Design lemmings_world_flat, sky130hd; sources not shown.
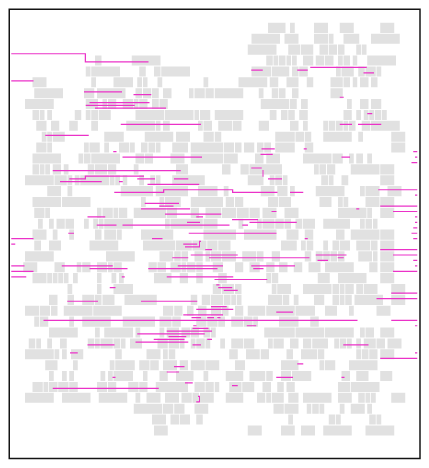
Fig. 1. Met3 routing (run 1).
Drawn at 4 px/µm.
share of all routed wire	6.7%
wire length on this layer	949 µm
main direction	horizontal
nets with wire on the layer	91
GR Util met3: 4.20%
DR vias: 4,693

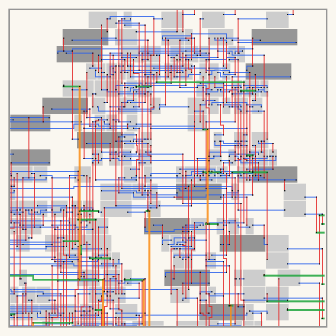
Fig. 2. Zoomed window (run 1).
Region (52, 59) to (102, 109) µm. Cells in grey, sequential cells in the stronger grey; small squares are vias.
colour	layer
blue	M1
red	M2
orange	M4
green	M3
sequential cells in the window	14
cells with their middle in the window	147
most frequent	nor2_1 (17), a21oi_1 (17)

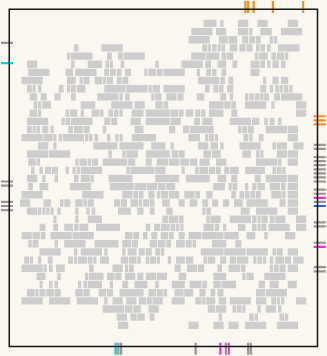
Fig. 3. I/O pins on the die edge (run 1).
Drawn at 3 px/µm. Pins as bars across the die edge, other pins in grey.
colour	port	pins	direction	edge
orange	`fall_cnt`	8	output	5 top, 3 right
blue	`dig_rej`	1	output	right
magenta	`start_pos`	4	input	2 bottom, 2 right
cyan	`cfg_data`	2	input	1 left, 1 bottom
all pins by edge	23 right, 9 bottom, 7 left, 5 top
# port buffers: 43
Die W: 102 µm

==> flow_metrics.env, run 1 <==
# physical design summary
export IMPL_outcome="complete, no violations"
export IMPL_cp_num_cells=10
export IMPL_drt_iter0_drc=591
export IMPL_numSynthFlops=58
export IMPL_core_area_um2=9890
export IMPL_hp_class="flop to flop"
export IMPL_yosysCellCount=597
export IMPL_postCtsSetupBuffers=0
export IMPL_tightest_slew_ps=1220
export IMPL_syn_inst=597
export IMPL_vdd_drop_max_mv=0.0579
export IMPL_avgSynthCellArea_um2=7.69
export IMPL_vias_per_cell=6.35
export IMPL_min_path_cells=2
export IMPL_finalClockSkew_ps=7.26
export IMPL_yosys_stat_area_um2=4590
export IMPL_drive_gt1_share_pct=8.40
export IMPL_layout_nets=644
export IMPL_path_cells="buf_4 > inv_1 > ha_1 > mux4_2 > a32oi_1 > o32a_1 > o311a_1 > o31ai_1 > a21oi_1 > clkdlybuf4s50_1"
export IMPL_critPathMaxStageDelay_ps=1120
export IMPL_wirelength_met1_um=6220
export IMPL_reg2reg_slack_ps=4390
export IMPL_diodes=0
export IMPL_rows=38
export IMPL_grt_use_met2_pct=38.6
export IMPL_area_growth_pct=13.1
export IMPL_critPathMaxFanout=34
export IMPL_wl_um=14200
export IMPL_ctsResizeCount=0
export IMPL_warning_count=31
export IMPL_clockBufferDepth=2
export IMPL_wire_per_inst_um=19.2
export IMPL_gp_congestion=0.945
export IMPL_top_layer="met4"
export IMPL_dp_hpwl_um=10100
export IMPL_grt_usage_pct=25.9
export IMPL_most_common_layout_cells="79 x nand2_1, 66 x nor2_1, 57 x dfxtp_1"
export IMPL_startpoint_type="flop"
export IMPL_ys_sh_mux_pct=13.3
export IMPL_crit_family="buffers and inverters"
export IMPL_clkSinkCount=58
export IMPL_grt_pass1_vias=4332
export IMPL_critPathBufInv=3
export IMPL_clockRootBuffer="clkbuf_8"
export IMPL_finalSetupTns_ps=0
export IMPL_arrival_ps=4940
export IMPL_period_minus_slack_ps=6320
export IMPL_p_comb_mw=0.204
export IMPL_insertion_delay_ps=350
export IMPL_hold_buffers=0
export IMPL_most_common_cell="nand2_1"
export IMPL_top_logic_kind="simple AND/OR/NAND/NOR gates"
export IMPL_synth_top_flop_cell="dfxtp_1"
export IMPL_power_mw=0.699
export IMPL_fa_ha_area_share_pct=2.13
export IMPL_syn_area_um2=4590
export IMPL_xor_share_pct=1.53
export IMPL_intPower_mw=0.461
export IMPL_switching_share_pct=34.1
export IMPL_top_cells_by_count="79 x nand2_1, 66 x nor2_1, 58 x dfxtp_1"
export IMPL_crit_required_ps=7780
export IMPL_slowest_stage="ha_1"
export IMPL_clk_pin_slew_ps=70
export IMPL_synth_top_cell_area_share_pct=25.3
export IMPL_p_sw_mw=0.238
export IMPL_ff2ff_path_depth=11
export IMPL_antenna_found_initial=0
export IMPL_htree_levels=3
export IMPL_lay_top_count="nand2_1"
export IMPL_drv_slew=0
export IMPL_dp_cells=723
export IMPL_fillers=997
export IMPL_ys_warn_count=0
==> run 1: final cells by class <==
type | count | area (µm²) | area share [%]
Multi-Input combinational cell | 482 | 3170 | 61.0
Clock buffer | 14 | 173 | 3.33
Tap cell | 120 | 150 | 2.89
Clock inverter | 2 | 10.0 | 0.193
Sequential cell | 58 | 1160 | 22.4
Timing Repair Buffer | 50 | 483 | 9.30
Inverter | 13 | 48.8 | 0.940
==> run 1: through the flow <==
step | setup WS, ps | hold WS, ps | utilization [%]
finish | 2830 | 453 | 52.5
global route | 2500 | 486 | 52.5
global placement | 3320 | 444 | 50.7
floorplan | 3950 | 448 | -
CTS | 2850 | 457 | 52.5
detailed placement | 3250 | 448 | 50.7
==> inputs of run 2 (changes only) <==
==> constraint.sdc (replaced) <==
create_clock -name clk -period 5.8 [get_ports clk]
set_input_delay 0.87 -clock clk [delete_from_list [all_inputs] [get_ports clk]]
set_output_delay 0.87 -clock clk [all_outputs]
set_load 0.03 [all_outputs]
==> run 2 against run 1 <==
Compared with the run above:
- final cell count unchanged
- worst setup slack worse by 2200 ps
- largest power group unchanged
- flip-flop count unchanged
- die area did not move
- critical path type unchanged
- register-to-register slack got worse by 2600 ps
- synthesized cell count unchanged
- via count is 0.81% lower
==> flow_metrics.env, run 2 <==
# physical design summary
export IMPL_aoi_share_pct=25.0
export IMPL_die_w_um=102
export IMPL_yosys_stat_area_um2=4590
export IMPL_period_minus_slack_ps=5160
export IMPL_rows=38
export IMPL_whs_ps=462
export IMPL_top_cells_by_area="dfxtp_1 25%, mux4_2 7.9%, nand2_1 6.5%"
export IMPL_clk_pin_slew_ps=70
export IMPL_design_area_um2=5200
export IMPL_power_mw=1.12
export IMPL_drtAntennaViolNets=0
export IMPL_final_cells=739
export IMPL_layout_nets=645
export IMPL_grt_pass1_wl_um=23400
export IMPL_post_route_period_util_pct=88.9
export IMPL_max_freq_mhz=194
export IMPL_lay_top_count="nand2_1"
export IMPL_most_common_cell="nand2_1"
export IMPL_tightest_slew_ps=897
export IMPL_clockPowerShare_pct=33.2
export IMPL_place_ws_ps=1100
export IMPL_pwr_share_seq_pct=37.3
export IMPL_insertion_delay_ps=350
export IMPL_hold_buffers=0
export IMPL_async_reset_ff_share_pct=0
export IMPL_fin_util_pct=52.6
export IMPL_placement_io_buffers=43
export IMPL_antenna_found_initial=0
export IMPL_gp_congestion=0.926
export IMPL_vias_per_cell=6.30
export IMPL_numSynthFlops=58
export IMPL_dp_hpwl_um=10500
export IMPL_path_cells="buf_4 > ha_1 > nand3_1 > a211oi_1 > o21ai_0 > a32o_1 > o31ai_1 > a21oi_1 > clkdlybuf4s50_1"
export IMPL_top_power_group="sequential cells"
export IMPL_area_growth_pct=13.4
export IMPL_cp_num_cells=9
export IMPL_hp_class="flop to flop"
export IMPL_ys_sh_mux_pct=13.3
export IMPL_yosys_stat_seqShare_pct=25.3
export IMPL_clock_power_mw=0.373
export IMPL_p_sw_mw=0.377
export IMPL_min_path_cells=2
export IMPL_slowest_stage="ha_1"
export IMPL_clockBufferDepth=2
export IMPL_dp_cells=724
export IMPL_cts_tree="done"
export IMPL_crit_required_ps=4930
export IMPL_diodes=0
export IMPL_postCtsSetupBuffers=0
export IMPL_syn_area_um2=4590
export IMPL_ioPinCount=44
export IMPL_drv_slew=0
export IMPL_warning_count=31
export IMPL_ff2ff_path_depth=10
export IMPL_post_route_drc_count=0
export IMPL_grt_usage_pct=26.9
export IMPL_syn_nets=627
export IMPL_power_density_nw_per_um2=216
export IMPL_postLayoutSetupSlackWorst_ps=643
export IMPL_clkSinkCount=58
export IMPL_outcome="complete, no violations"
export IMPL_startpoint_type="flop"
export IMPL_slew_headroom_pct=40.2
export IMPL_ctsResizeCount=0
export IMPL_synth_top_cell_area_share_pct=25.3
export IMPL_yosysCellCount=597
export IMPL_leakage_nw=1.71
export IMPL_edf_count=0
export IMPL_core_area_um2=9890
export IMPL_arrival_ps=4290
export IMPL_critPathMaxFanout=45
export IMPL_avgSynthCellArea_um2=7.69
export IMPL_syn_inst=597
export IMPL_clockRootBuffer="clkbuf_8"
export IMPL_placed_cell_area_um2=5020
export IMPL_critPathMaxStageDelay_ps=670
export IMPL_most_common_layout_cells="79 x nand2_1, 66 x nor2_1, 57 x dfxtp_1"
export IMPL_p_comb_share_pct=29.5
export IMPL_p_comb_mw=0.331
export IMPL_cts_buffers=9
export IMPL_fa_ha_area_share_pct=2.13
export IMPL_grt_pass1_vias=4332
export IMPL_finalSetupTns_ps=0
export IMPL_finalClockSkew_ps=9.70
export IMPL_top_cells_by_count="79 x nand2_1, 66 x nor2_1, 58 x dfxtp_1"
export IMPL_maxCapViolCount=0
export IMPL_ys_warn_count=0
export IMPL_drive_gt1_share_pct=8.40
export IMPL_fp_util_pct=46.4
export IMPL_htree_levels=3
export IMPL_wire_per_inst_um=19.7
export IMPL_reg2reg_slack_ps=1770
export IMPL_top_logic_kind="simple AND/OR/NAND/NOR gates"
export IMPL_largest_reg_flops=32
export IMPL_vdd_drop_max_mv=0.109
export IMPL_powerSeq_mw=0.418
export IMPL_crit_family="AND-OR/OR-AND gates"
export IMPL_rsz0062_at_grt="no"
export IMPL_worst_setup_path_type="flop to primary output"
export IMPL_critPathBufInv=2
export IMPL_switching_share_pct=33.6
export IMPL_drt_iter0_drc=361
export IMPL_xor_share_pct=1.53
export IMPL_overflow=0
export IMPL_fillers=996
export IMPL_intPower_mw=0.744
export IMPL_synth_top_flop_cell="dfxtp_1"
## run 2: worst reg2reg max path, cell delays in order (launching register included)
cell and delay [ps]:
dfxtp_2 320, buf_4 440, ha_1 680, nand3_1 470
a211oi_1 280, o21ai_0 130, a32o_1 290, o31ai_1 520
and2_1 300, a21oi_1 90, a311o_1 400
## run 2: cell type report
cell class	instances	area (µm²)	share of cell area, %
flip-flops and latches	58	1160	22.3
multi-input cells	482	3170	60.8
repair buffers	51	490	9.43
clock buffers	12	145	2.79
clock inverters	3	40.0	0.770
inverters	13	48.8	0.938
well taps	120	150	2.89
## run 2: layer usage
layer	global-route usage [%]	routed length, µm	vias up
met5	-	0	-
met4	14.1	522	0
met3	3.95	824	42
met2	38.8	6740	166
met1	36.2	6470	2203
li1	-	-	2244
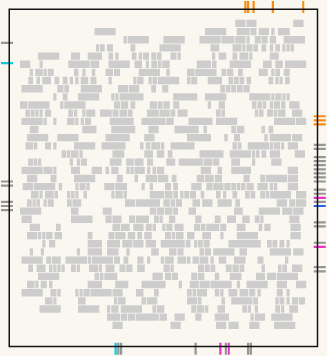
Fig. 4. I/O pins on the die edge (run 2).
Drawn at 3 px/µm. Pins as bars across the die edge, other pins in grey.
colour	port	pins	direction	edge
blue	`dig_rej`	1	output	right
orange	`fall_cnt`	8	output	5 top, 3 right
magenta	`start_pos`	4	input	2 bottom, 2 right
cyan	`cfg_data`	2	input	1 left, 1 bottom
all pins by edge	23 right, 9 bottom, 7 left, 5 top
Die Y: 112 µm

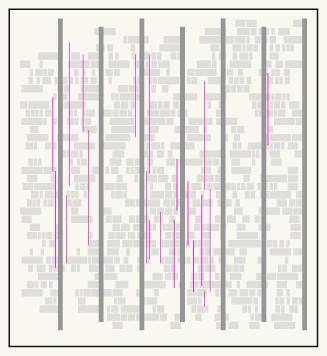
Fig. 5. Metal 4 (run 2).
Drawn at 3 px/µm. Supply wires on this layer in grey.
longest straight run	47.6 µm
share of all routed wire	3.6%
nets with wire on the layer	14
DR vias: 4,655
final wirelength: 14,600 µm

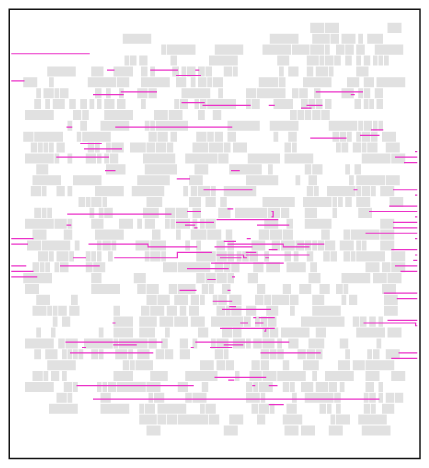
Fig. 6. Met3 routing (run 2).
Drawn at 4 px/µm.
main direction	horizontal
wire length on this layer	824 µm
share of all routed wire	5.7%
longest straight run	71.3 µm
GR Util met3: 3.95%

Power figures rest on the tool's default switching activity, not on a simulated workload.
